**Run 1: cell classes on the final placement**

Fill, decap, tap and diode cells in grey.
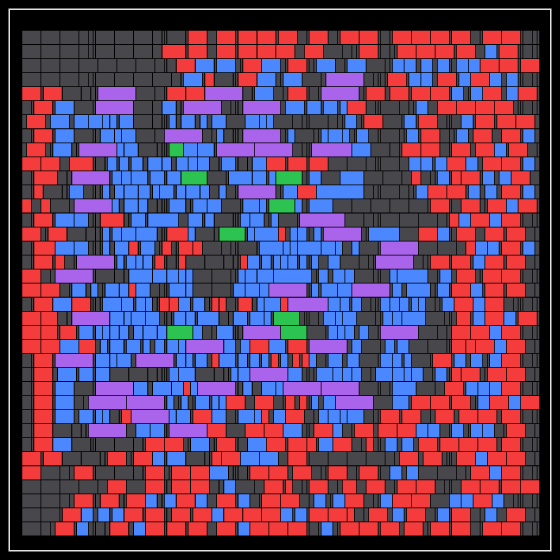
**Run 1: signal wires by layer**

The bar under the picture is 20 µm long. Only two layers are drawn.
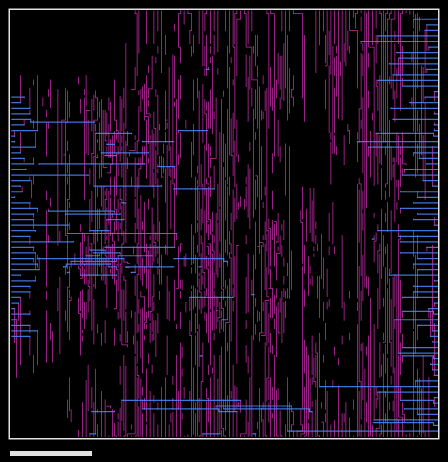
**Run 1: clock distribution**

The bar under the picture is 20 µm long.
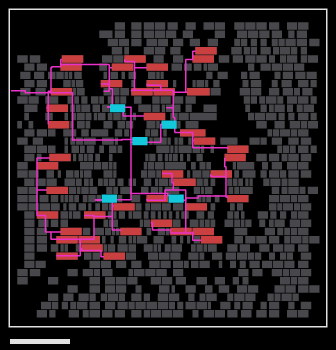
## src/rtl/mem_arb_pkg.sv

```systemverilog
// Shared types and constants for the external memory port arbiter.
// Imported by the arbiter top and its burst sequencer.
package mem_arb_pkg;

  typedef enum logic [2:0] {
    ST_IDLE,
    ST_RD_ISSUE,
    ST_RD_DRAIN,
    ST_RELEASE,
    ST_WRITE
  } state_t;

  typedef enum logic {
    CL_ICACHE = 1'b0,
    CL_DCACHE = 1'b1
  } client_t;

  localparam int DEF_LINEWORDS = 4;
  localparam int DEF_DATABITS  = 32;
  localparam int WORD_STEP     = DEF_DATABITS / 8;

  function automatic int word_step(input int databits);
    return databits / 8;
  endfunction

endpackage

```

## src/rtl/mem_burst_seq.sv

```systemverilog
// Burst issue/return counters and base+offset word address generator.
// Loading a new base clears both counters.
module mem_burst_seq
  import mem_arb_pkg::*;
#(
  parameter int ADDRBITS  = 32,
  parameter int DATABITS  = DEF_DATABITS,
  parameter int LINEWORDS = DEF_LINEWORDS
) (
  input  logic                clk,
  input  logic                reset,
  input  logic                i_load,
  input  logic [ADDRBITS-1:0] i_base,
  input  logic                i_issue,
  input  logic                i_ret,
  output logic [ADDRBITS-1:0] o_addr,
  output logic                o_issue_zero,
  output logic                o_issue_last,
  output logic                o_ret_last,
  output logic                o_ret_full
);

  localparam int CW = $clog2(LINEWORDS) + 1;
  localparam logic [ADDRBITS-1:0] STEP =
    ADDRBITS'(word_step(DATABITS));

  logic [ADDRBITS-1:0] r_base;
  logic [CW-1:0]       r_issue;
  logic [CW-1:0]       r_ret;

  always_ff @(posedge clk) begin
    if (reset) begin
      r_base  <= '0;
      r_issue <= '0;
      r_ret   <= '0;
    end else if (i_load) begin
      r_base  <= i_base;
      r_issue <= '0;
      r_ret   <= '0;
    end else begin
      if (i_issue) r_issue <= r_issue + CW'(1);
      if (i_ret)   r_ret   <= r_ret + CW'(1);
    end
  end

  // Sum wraps naturally at ADDRBITS.
  assign o_addr       = r_base + ADDRBITS'(r_issue) * STEP;
  assign o_issue_zero = (r_issue == '0);
  assign o_issue_last = (r_issue == CW'(LINEWORDS - 1));
  assign o_ret_last   = (r_ret == CW'(LINEWORDS - 1));
  assign o_ret_full   = (r_ret == CW'(LINEWORDS));

endmodule

```

## src/rtl/mem_port_arbiter.sv

```systemverilog
// Round-robin arbiter sharing one word-wide memory port between
// icache line fills and dcache fill/write-back bursts.
module mem_port_arbiter
  import mem_arb_pkg::*;
#(
  parameter int ADDRBITS  = 32,
  parameter int DATABITS  = DEF_DATABITS,
  parameter int LINEWORDS = DEF_LINEWORDS
) (
  input  logic                clk,
  input  logic                reset,
  input  logic                icache_fill_req,
  input  logic [ADDRBITS-1:0] icache_fill_addr,
  output logic [DATABITS-1:0] icache_fill_data,
  output logic                icache_fill_valid,
  output logic                icache_fill_done,
  input  logic                dcache_req,
  input  logic                dcache_we,
  input  logic [ADDRBITS-1:0] dcache_addr,
  input  logic [DATABITS-1:0] dcache_wdata,
  output logic                dcache_wdata_ack,
  output logic [DATABITS-1:0] dcache_rdata,
  output logic                dcache_rdata_valid,
  output logic                dcache_done,
  output logic [ADDRBITS-1:0] mem_addr,
  output logic [DATABITS-1:0] mem_in,
  output logic                mem_wrreq,
  output logic                mem_rdreq,
  input  logic [DATABITS-1:0] mem_out,
  input  logic                mem_out_valid
);

  state_t  r_state;
  client_t r_client;
  client_t r_last;

  logic                w_any;
  logic                w_gnt_d;
  logic                w_load;
  logic                w_rd_issue;
  logic                w_write;
  logic                w_accept;
  logic                w_to_i;
  logic                w_to_d;
  logic                w_done_rd;
  logic [ADDRBITS-1:0] w_addr;
  logic [ADDRBITS-1:0] w_base;
  logic                w_issue_zero;
  logic                w_issue_last;
  logic                w_ret_last;
  logic                w_ret_full;

  // Both requesting: whoever was not served last wins.
  assign w_any   = icache_fill_req | dcache_req;
  assign w_gnt_d = dcache_req &
                   (~icache_fill_req | (r_last == CL_ICACHE));
  assign w_load  = (r_state == ST_IDLE) & w_any;
  assign w_base  = w_gnt_d ? dcache_addr : icache_fill_addr;

  assign w_rd_issue = (r_state == ST_RD_ISSUE);
  assign w_write    = (r_state == ST_WRITE);

  // The first issue cycle cannot carry a return word.
  assign w_accept = mem_out_valid & ~w_ret_full &
                    ((w_rd_issue & ~w_issue_zero) |
                     (r_state == ST_RD_DRAIN));
  assign w_done_rd = w_accept & w_ret_last;
  assign w_to_i    = w_accept & (r_client == CL_ICACHE);
  assign w_to_d    = w_accept & (r_client == CL_DCACHE);

  mem_burst_seq #(
    .ADDRBITS (ADDRBITS),
    .DATABITS (DATABITS),
    .LINEWORDS(LINEWORDS)
  ) u_seq (
    .clk         (clk),
    .reset       (reset),
    .i_load      (w_load),
    .i_base      (w_base),
    .i_issue     (w_rd_issue | w_write),
    .i_ret       (w_accept),
    .o_addr      (w_addr),
    .o_issue_zero(w_issue_zero),
    .o_issue_last(w_issue_last),
    .o_ret_last  (w_ret_last),
    .o_ret_full  (w_ret_full)
  );

  always_ff @(posedge clk) begin
    if (reset) begin
      r_state  <= ST_IDLE;
      r_client <= CL_DCACHE;
      r_last   <= CL_ICACHE;
    end else begin
      unique case (r_state)
        ST_IDLE: begin
          if (w_any) begin
            r_client <= w_gnt_d ? CL_DCACHE : CL_ICACHE;
            r_last   <= w_gnt_d ? CL_DCACHE : CL_ICACHE;
            r_state  <= (w_gnt_d & dcache_we) ?
                        ST_WRITE : ST_RD_ISSUE;
          end
        end
        ST_RD_ISSUE: begin
          if (w_done_rd)         r_state <= ST_RELEASE;
          else if (w_issue_last) r_state <= ST_RD_DRAIN;
        end
        ST_RD_DRAIN: begin
          if (w_done_rd) r_state <= ST_RELEASE;
        end
        ST_WRITE: begin
          if (w_issue_last) r_state <= ST_RELEASE;
        end
        ST_RELEASE: r_state <= ST_IDLE;
        default:    r_state <= ST_IDLE;
      endcase
    end
  end

  assign mem_rdreq = w_rd_issue;
  assign mem_wrreq = w_write;
  assign mem_addr  = (w_rd_issue | w_write) ? w_addr : '0;
  assign mem_in    = w_write ? dcache_wdata : '0;

  assign icache_fill_valid = w_to_i;
  assign icache_fill_data  = w_to_i ? mem_out : '0;
  assign icache_fill_done  = w_to_i & w_ret_last;

  assign dcache_wdata_ack   = w_write;
  assign dcache_rdata_valid = w_to_d;
  assign dcache_rdata       = w_to_d ? mem_out : '0;
  assign dcache_done        = (w_to_d & w_ret_last) |
                              (w_write & w_issue_last);

endmodule
```

## config.mk

```make
export PLATFORM = sky130hd
export DESIGN_NAME = mem_port_arbiter
export DESIGN_NICKNAME = d
export VERILOG_FILES = /design/src/rtl/mem_arb_pkg.sv /design/src/rtl/mem_burst_seq.sv /design/src/rtl/mem_port_arbiter.sv
export SDC_FILE = /design/constraint.sdc
export NUM_CORES = 1
export LEC_CHECK = 0
export CORE_MARGIN = 2
export CORE_UTILIZATION = 35
export DETAILED_ROUTE_END_ITERATION = 10
export GPL_ROUTABILITY_DRIVEN = 1
export GPL_TIMING_DRIVEN = 0
export PLACE_DENSITY = 0.83
export SLEW_MARGIN = 20
export SYNTH_ARGS = -nofsm -noshare
export SYNTH_HDL_FRONTEND = slang
export SYNTH_SLANG_ARGS = --single-unit
```

## constraint.sdc

```tcl
create_clock -name clk -period 3.7 [get_ports clk]
set_input_delay 0.74 -clock clk [delete_from_list [all_inputs] [get_ports clk]]
set_output_delay 0.74 -clock clk [all_outputs]
set_load 0.01 [all_outputs]
```

==> results_dict.tcl, run 1 <==
# metrics dict for downstream scripts
set metrics [dict create \
    outcome "completed" \
    cts_tree "yes" \
    fp_nets 619 \
    avgSynthCellArea_um2 7.457 \
    dr.pass1.iters 4 \
    critical_path_class "reg2out" \
    clockRootBuffer "clkbuf_8" \
    maxCapViolCount 0 \
    top_cell_area_share_pct 24.30 \
    cts_setup_buffers 1 \
    syn2layout_area_growth_pct 86.05 \
    hold_path_class "reg2reg" \
    ir_drop_mv 0.1831 \
    fp_util_pct 36.07 \
    row_count 36 \
    routedWlPerCell_um 16.40 \
    cts_resized 26 \
    ys_sh_xor_pct 1.731 \
    met1_usage_pct 26.92 \
    layout_top_cell "clkdlybuf4s50_1" \
    final_util_pct 67.11 \
    crit_arrival_ns 2.88 \
    rsz0062_at_grt "yes" \
    setup_violations 0 \
    slew_headroom_pct 49.01 \
    synth_area_mm2 0.003542 \
    num_antenna_cells 0 \
    warnings 30 \
    ys_async_sr_fraction_pct 0 \
    use_met2_pct 49.16 \
    finalHoldViolations 0 \
    top_cells_by_area "dfxtp_1 (24%), and2_1 (18%), mux2i_1 (9.0%)" \
    final_layout_top_logic_cells "clkdlybuf4s50_1 (254), and2_1 (101), nor2_1 (48), dfxtp_1 (40), a211oi_1 (34)" \
    worst_pin_slew_ns 0.7648 \
    dp_cells 876 \
    stdcell_count 886 \
    gp_congestion 0.9321 \
    numSynthFlops 43 \
    total_power_mw 1.513 \
    skew_ns 0.006262 \
    core_mm2 0.009819 \
    synthMuxAreaShare_pct 9.043 \
    dp_hpwl_mm 11.88 \
    synth-edff-count 0 \
    die.size.y_um 104.6 \
    routed_wl_mm 14.53 \
    whs_ns 0.4998 \
    grt_pass1_wl_mm 22.35 \
    dp_slack_ns -0.2486 \
    grt_start_max_net_pins 14 \
    initialDrtViolationCount 254 \
    ys_sh_aoi_pct 18.83 \
    cp_cell_sequence "ha_4 -> inv_1 -> fa_1 -> nand2b_1 -> a211o_1 -> buf_2 -> or4_4 -> a21oi_4 -> clkdlybuf4s15_2" \
    cts_num_sinks 43 \
    clk_path_buf_depth 2 \
    antenna_found_initial 0 \
    grt.overflow.total 0 \
    grtUsageMet3_pct 6.550 \
    tns_ns 0 \
    routed_via_density 5.097 \
    met1Wirelength_mm 5.387 \
    max_freq_ghz 0.2763 \
    drive_gt1_share_pct 7.304 \
    ys_sh_simple_pct 36.28 \
    p_per_area_mw_per_mm2 229.5 \
    ys_types 47 \
    ys_seq_share_pct 24.30 \
    postCtsHoldBufs 0 \
    nNetsFinal 896 \
    min_period_ns 3.619 \
    route.met3.wl_mm 1.191 \
    worst_path_largest_cell_delay_ns 0.53 \
    path_max_fanout 10 \
    io_buffers 268 \
    ys.flop_type "dfxtp_1" \
    end_kind "output port" \
    vias 4516 \
    top_area_cell "dfxtp_1" \
    worst_setup_path_start_kind "flop" \
    slew_viol_final 0 \
    cp_slowest_cell "or4_4" \
    dpl_cell_area_mm2 0.006391 \
    yosys_cells 475 \
    clkTransAtPathRegs_ns 0.08 \
    final_area_mm2 0.006590 \
    cts_made_buffers 5 \
    synthTopLogicFamily "simple AND/OR/NAND/NOR gates" \
    cp_top_family "simple AND/OR/NAND/NOR gates" \
    required_ns 2.96 \
    p_leak_nw 2.510 \
    crit_buf_inv 3 \
    ioPinCount 269 \
    insertion_delay_ns 0.30 \
    grt_usage_pct 25.04 \
    grt_pass1_vias 4374 \
    adder_share_pct 3.744 \
    antenna_left 0 \
    die_area_mm2 0.01094 \
    final.setup.worst_slack_ns 0.08096 \
    die_w_um 104.6 \
    ys_warn_count 0 \
    drc_errors 0 \
    synth_cells 475 \
    timing.final.crit_share_pct 97.81 \
    top_usage_layer "met2" \
    wl_met2_mm 7.776 \
    ys_area_mm2 0.003542 \
    cts-htree-levels 2 \
    dr.max_layer_used "met4" \
]
## Picture notes: 'cell classes on the final placement'
[other buffers and delay cells] red | cells: 307 | share of their area: 44%
[flops] purple | cells: 43 | share of their area: 13%
[clock drivers and dummy loads] green | cells: 8 | share of their area: 1.6%
[combinational and other logic] blue | cells: 395 | share of their area: 40%

## Picture notes: 'signal wires by layer'
[metal 2] magenta | wire length: 7780 µm
[metal 3] blue | wire length: 1190 µm

## Picture notes: 'clock distribution'
[clock wires] magenta | length: 531 µm
[flip-flops] red | count: 43
[clock drivers] cyan | count: 5
routed clock nets: 6

run 1: path summary, 6_finish.rpt:
path                                  from                      endpoint  cells after the start  slack [ns]
max          u_seq.r_issue[0]$_SDFFE_PP0P_                  mem_addr[22]                      9        0.08
min           u_seq.r_base[0]$_SDFFE_PP0P_  u_seq.r_base[0]$_SDFFE_PP0P_                      2        0.50
max reg2reg        r_state[0]$_SDFFE_PP0P_  u_seq.r_base[4]$_SDFFE_PP0P_                      5        1.51
min reg2reg   u_seq.r_base[0]$_SDFFE_PP0P_  u_seq.r_base[0]$_SDFFE_PP0P_                      2        0.50
run 1: flip-flops by register name, indices dropped and copies added, names as in the netlist:
| register | count |
|---|---|
| r_state | 3 |
| r_last | 1 |
| u_seq.r_issue | 3 |
| u_seq.r_ret | 3 |
| u_seq.r_base | 32 |
| r_client | 1 |
run 1: Yosys cell counts, drive strengths merged (2+ instances only):
library cell	number
nor3	8
nand2	15
or2	2
and3	2
clkbuf	23
mux2i	32
nand2b	5
nor2	48
inv	15
o21a	4
or4	14
xnor2	4
a211oi	35
nand3	12
dfxtp	43
and2	101
nor2b	5
xor2	3
ha	9
or3	5
o31ai	13
a21oi	29
and4	2
o21ai	10
nand4	5
nor4	3
buf	14
run 1: final cells by class:
| type | instances | area, µm² |
|---|---|---|
| inverters | 15 | 56.30 |
| multi-input cells | 380 | 2540 |
| flip-flops and latches | 43 | 867.1 |
| clock buffers | 7 | 96.34 |
| plain buffers | 36 | 170.2 |
| fillers | 855 | 3229 |
| well taps | 133 | 166.4 |
| clock inverters | 1 | 7.507 |
| repair buffers | 271 | 2686 |
run 1: report_power, final:
part           switching, mW  leakage [nW]  internal, mW
sequential            0.0634         0.357         0.516
combinational          0.271          2.10         0.326
clock                  0.166        0.0505         0.170
total                  0.501          2.51          1.01
==> run 1 -> run 2 <==
--- a/config.mk
+++ b/config.mk
@@ -11,6 +11,7 @@
 export GPL_ROUTABILITY_DRIVEN = 1
 export GPL_TIMING_DRIVEN = 0
 export PLACE_DENSITY = 0.83
+export RECOVER_POWER = 50
 export SLEW_MARGIN = 20
 export SYNTH_ARGS = -nofsm -noshare
 export SYNTH_HDL_FRONTEND = slang
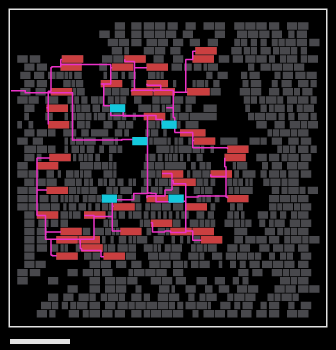
**Above:** run 2 (clock distribution).
The bar under the picture is 20 µm long.
[clock drivers] cyan | count: 5
[clock wires] magenta | length: 531 µm
[flip-flops] red | count: 43
routed clock nets: 6

==> results_dict.tcl, run 2 <==
# metrics dict for downstream scripts
set metrics [dict create \
    outcome "completed" \
    total_power_mw 1.506 \
    insertion_delay_ns 0.30 \
    worst_pin_slew_ns 0.7762 \
    grt.overflow.total 0 \
    grt_pass1_vias 4374 \
    reg2reg_slack_ns 1.22 \
    top_cell_area_share_pct 24.30 \
    setup_violations 0 \
    final_util_pct 66.96 \
    hold_path_class "reg2reg" \
    antenna_left 0 \
    crit_arrival_ns 2.88 \
    crit_path_start "u_seq.r_issue[0]$_SDFFE_PP0P_" \
    final.setup.worst_slack_ns 0.08459 \
    required_ns 2.96 \
    min_period_ns 3.615 \
    die_w_um 104.6 \
    top_area_cell "dfxtp_1" \
    dp_hpwl_mm 11.88 \
    cts_tree "yes" \
    ioPinCount 269 \
    grt_pass1_wl_mm 22.35 \
    warnings 30 \
    p_per_area_mw_per_mm2 229.0 \
    rsz0062_at_grt "yes" \
    routed_via_density 5.098 \
    grtUsageMet3_pct 6.550 \
    routed_wl_mm 14.50 \
    antenna_found_initial 0 \
    num_antenna_cells 0 \
    tns_ns 0 \
    dr.max_layer_used "met4" \
    critical_path_class "reg2out" \
    ys_seq_share_pct 24.30 \
    routedWlPerCell_um 16.37 \
    maxCapViolCount 0 \
    worstRegToRegCells 6 \
    row_count 36 \
    stdcell_count 886 \
    largest_register_ffs 32 \
    wl_met2_mm 7.754 \
    gp_congestion 0.9321 \
    fp_nets 619 \
    initialDrtViolationCount 235 \
    top_usage_layer "met2" \
    avgSynthCellArea_um2 7.457 \
    max_freq_ghz 0.2766 \
    die_area_mm2 0.01094 \
    ys.flop_type "dfxtp_1" \
    drc_errors 0 \
    p_leak_nw 2.504 \
    synth_cells 475 \
    min-delay-start "u_seq.r_base[0]$_SDFFE_PP0P_" \
    cts-htree-levels 2 \
    path_max_fanout 10 \
    fillCellCount 857 \
    clockRootBuffer "clkbuf_8" \
    met1_usage_pct 26.92 \
    yosys_cells 475 \
    cts_num_sinks 43 \
    top_cells_by_count "and2_1 (101), nor2_1 (48), dfxtp_1 (43)" \
    die.size.y_um 104.6 \
    synth-edff-count 0 \
    final_layout_top_logic_cells "clkdlybuf4s50_1 (232), and2_1 (83), nor2_1 (48), dfxtp_1 (40), a211oi_1 (34)" \
    holdPathStages 2 \
    ys_area_mm2 0.003542 \
    numSynthFlops 43 \
    ys_async_sr_fraction_pct 0 \
    worst_setup_path_start_kind "flop" \
    drive_gt1_share_pct 6.906 \
    ir_drop_mv 0.1827 \
    clkTransAtPathRegs_ns 0.08 \
    vias 4517 \
    skew_ns 0.007711 \
    cts_made_buffers 5 \
    slew_viol_final 0 \
    synth_area_mm2 0.003542 \
    met1Wirelength_mm 5.372 \
    syn2layout_area_growth_pct 85.62 \
]
run 2: netlist changes by cell type in the layout (fill, tap and decap cells not counted), moves of 2 or more:
cell,previous run,this run
and2_0,0,18
and2_1,101,83
buf_1,5,1
buf_2,8,5
clkbuf_1,12,19
clkdlybuf4s25_1,0,2
clkdlybuf4s50_1,254,232
dlygate4sd3_1,0,22
dlymetal6s2s_1,4,2
run 2: cells by family after synthesis:
| kind of cell | count (synthesis) | share of synthesized area (%) |
|---|---|---|
| XOR/XNOR | 7 | 1.731 |
| buffers and inverters | 52 | 6.075 |
| AND/OR/NAND/NOR | 230 | 36.28 |
| AND-OR/OR-AND | 101 | 18.83 |
| flip-flops | 43 | 24.30 |
| adder cells (fa/ha/maj) | 10 | 3.744 |
| multiplexers | 32 | 9.043 |
run 2: final cells by class:
type                    count  area (µm²)  share of cell area, %
clock inverters             1       7.507                 0.1142
clock buffers               7       96.34                  1.465
flip-flops and latches     43       867.1                  13.19
well taps                 133       166.4                  2.531
repair buffers            271        2681                  40.78
inverters                  15       56.30                 0.8563
multi-input cells         380        2534                  38.53
plain buffers              36       166.4                  2.531
run 2: what timing repair did:
action / CTS / global route
hold endpoints to repair: 0 / 0
pin swaps: 1 / 2
setup buffers: 1 / 2
hold buffers: 0 / 0
endpoints found under the setup margin: 80 / 79
resized: 26 / 38
run 2: report_power, final:
| part | internal, mW | switching [mW] |
|---|---|---|
| sequential | 0.516 | 0.0628 |
| clock | 0.170 | 0.167 |
| combinational | 0.319 | 0.270 |
| total | 1.01 | 0.501 |
run 2: worst max-delay path: stages, from the launching register on:
cell and delay, ns:
dfxtp_4 0.38, ha_4 0.16, inv_1 0.05, fa_1 0.39, nand2b_1 0.18, a211o_1 0.32, buf_2 0.18, or4_4 0.53
a21oi_4 0.14, clkdlybuf4s15_2 0.24
No activity file was given, so power comes from the tool's default toggle rates.
